### Cell sizes after repair

Scale bar: 20 µm.
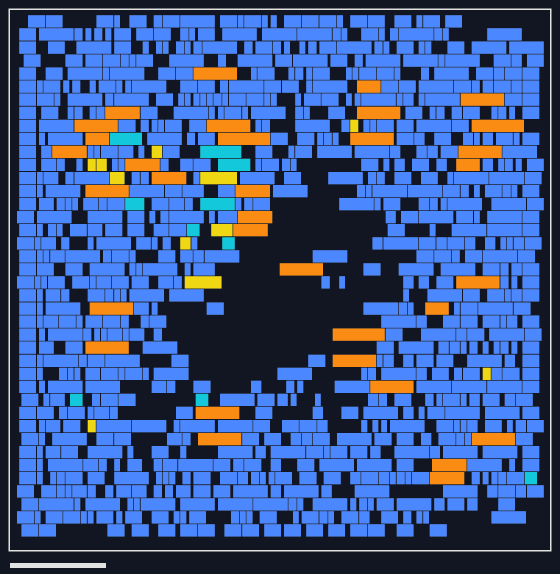
### Met4 routing

Scale bar: 20 µm.
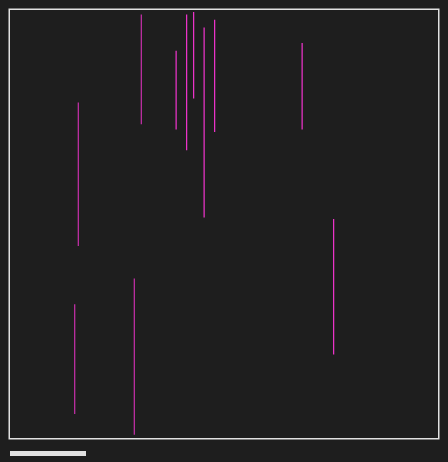
### Clock routing

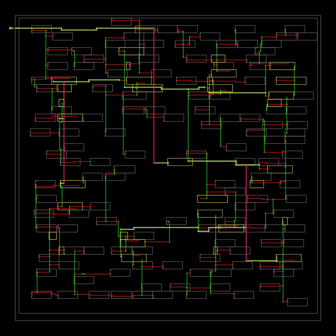
### Clock wires, drivers and flops

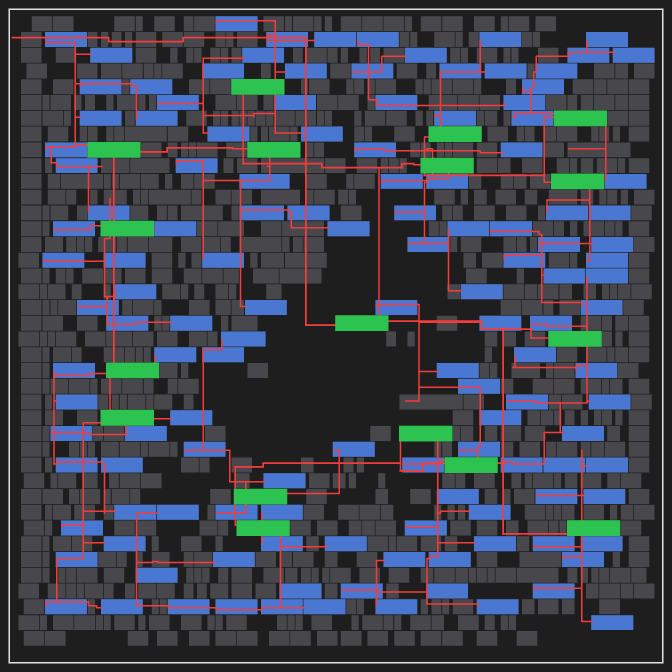
### Pin placement

Pins as bars across the die edge, other pins in grey.
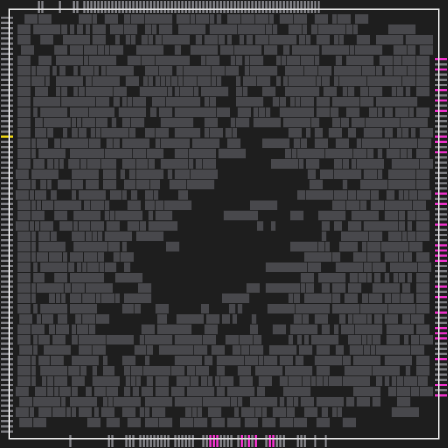
==> config.mk <==
export PLATFORM = sky130hd
export DESIGN_NAME = mem_port_arbiter
export DESIGN_NICKNAME = d
export VERILOG_FILES = /design/src/rtl/mem_port_arbiter.sv
export SDC_FILE = /design/constraint.sdc
export NUM_CORES = 1
export LEC_CHECK = 0
export CAP_MARGIN = 20
export CORE_UTILIZATION = 44
export DETAILED_ROUTE_END_ITERATION = 10
export PLACE_DENSITY = 0.87
export SLEW_MARGIN = 20
export SYNTH_ARGS = -nofsm -noshare
export SYNTH_HDL_FRONTEND = slang
export SYNTH_SLANG_ARGS = --single-unit
==> constraint.sdc <==
create_clock -name clk -period 2.1 [get_ports clk]
set_clock_uncertainty 0.1 [all_clocks]
set_input_delay 0.315 -clock clk [delete_from_list [all_inputs] [get_ports clk]]
set_output_delay 0.315 -clock clk [all_outputs]
set_load 0.01 [all_outputs]
==> results.cfg <==
; flow metrics
[global_route]
use_met2_pct = 45.5
grt.total_usage_pct = 26.2
use_met3_pct = 9.29
overflow = 0
met1_usage_pct = 29.3
antenna_found_initial = 0
busiest_layer = met2
grt_max_degree = 93
grt_pass1_wl_um = 25900
grt_pass1_vias = 5120

[drt]
drt-met1-wl_um = 6510
drt-pass1-iter-count = 5
met2_length_um = 8350
wl_per_cell_um = 16.0
ant_nets = 0

[layout]
logic_gates = 440
nets = 1004
lay_top_count = clkdlybuf4s50_1
nNonClkBuffers = 277
buffer_area_share_pct = 32.8
num-nonclk-inverters = 2
comb_area_mm2 = 0.00240
fin_cells = 1030
sh_seq_area_pct = 30.4
biggestCellCategory = non-clock buffers
fill_cells = 882
sh_comb_area_pct = 27.6

[logic_synthesis]
yosysWarnings = 0
ys_seq_share_pct = 49.2
ys_cells = 630
fa_ha_area_share_pct = 0
ys_types = 26
ys_top_logic_family = simple AND/OR/NAND/NOR gates
synth_xor_xnor_area_share_pct = 0
yosysChipArea_mm2 = 0.00538
mux_share_pct = 5.96
syn-cell-area_mm2 = 0.00538
fp_nets = 764
simple_gate_share_pct = 23.8

[clocking]
ctsHtreeMaxLevel = 4
cts_made_buffers = 17
cts_setup_buffers = 0
clkSlewWorstSetupHoldPaths_ns = 0.05
ctsHoldBuffers = 0
cts_buffer_depth = 2
cts-resized-gates = 2

[floorplanning]
num_tap_cells = 147
fp_util_pct = 44.9

[flow_run]
maxCapViolations = 0

[power]
p_sw_share_pct = 24.1
p_seq_share_pct = 39.3
finalPower_w = 0.00701
comb_power_share_pct = 17.1
p_comb_w = 0.00120
seq_cell_power_w = 0.00275
power_density_mw_per_mm2 = 804
power_switching_w = 0.00169

[sta]
min_period_ns = 1.99
finalHoldViolations = 0
finalSetupViolations = 0
tightest_slew_ns = 0.755
timing.final.ws_setup_ns = 0.111
fin_setup_tns_ns = 0
drv_slew = 0
slew_headroom_pct = 49.5

[critical_path]
slowest_delay_ns = 0.58
r2r_setup_slack_ns = 0.30
critPathBufInv = 1
crit_path_max_fanout = 8

[placement]
dp_cells = 998
dp_slack_ns = 0.0470
placed_cell_area_mm2 = 0.00809

[run_status]
status = completed
-- 'Cell sizes after repair' (at the start) --
legend:
  _0 and _1 cells:
    colour: blue
    cells: 829
    share: 94%
    most_used: clkdlybuf4s50_1
  _3 and _4 cells:
    colour: cyan
    cells: 10
    share: 1.1%
    most_used: buf_4
  _2 cells:
    colour: yellow
    cells: 11
    share: 1.2%
    most_used: clkinv_2
  _6 and larger:
    colour: orange
    cells: 33
    share: 3.7%
    most_used: clkbuf_16
Finished Cell Area: 0.00872 mm²
Layout Area Growth over Synthesis: 62.1%

-- 'Met4 routing' (at the start) --
wire length on this layer: 350 µm
nets with wire on the layer: 10
vias: 5245
routed wire length: 16400 µm

-- 'Clock routing' (at the start) --
Seq cells: 132
P_clk: 0.00306 W
Clock Buffer Count: 23

-- 'Clock wires, drivers and flops' (at the start) --
legend:
  flip-flops:
    colour: blue
    count: 132
  clock wires:
    colour: red
    length: 1690 µm
  clock drivers:
    colour: green
    count: 17
routed clock nets: 18
flops lie: spread over the die
Clk pwr share: 43.6%
clk latency late pin: 0.41 ns

-- 'Pin placement' (at the start) --
legend:
  dm_rdata:
    colour: magenta
    pins: 32
    direction: output
    edge: 24 east, 8 south
  dm_req:
    colour: yellow
    pins: 1
    direction: input
    edge: west
DIE HEIGHT: 113 µm
PortBufs: 266
die width: 113 µm

[synth_stat cells (all sizes together)]
| cell | count | area share (%) |
|---|---|---|
| and3b | 1 | 0.16 |
| dfxtp | 132 | 49 |
| nor2 | 5 | 0.54 |
| nor3b | 3 | 0.61 |
| buf | 40 | 5.2 |
| a21oi | 98 | 9.1 |
| nand4bb | 1 | 0.21 |
| mux2i | 32 | 6.0 |
| nand2b | 65 | 7.6 |
| inv | 2 | 0.14 |
| nor2b | 2 | 0.23 |
| nand3b | 1 | 0.37 |
| or2 | 2 | 0.23 |
| or3b | 1 | 0.16 |
| nand2 | 193 | 13 |
| a22oi | 1 | 0.14 |
| clkbuf | 16 | 1.1 |
| o21ai | 2 | 0.19 |
| a311oi | 32 | 5.2 |
| and4bb | 1 | 0.23 |
No activity file was given, so power comes from the tool's default toggle rates.
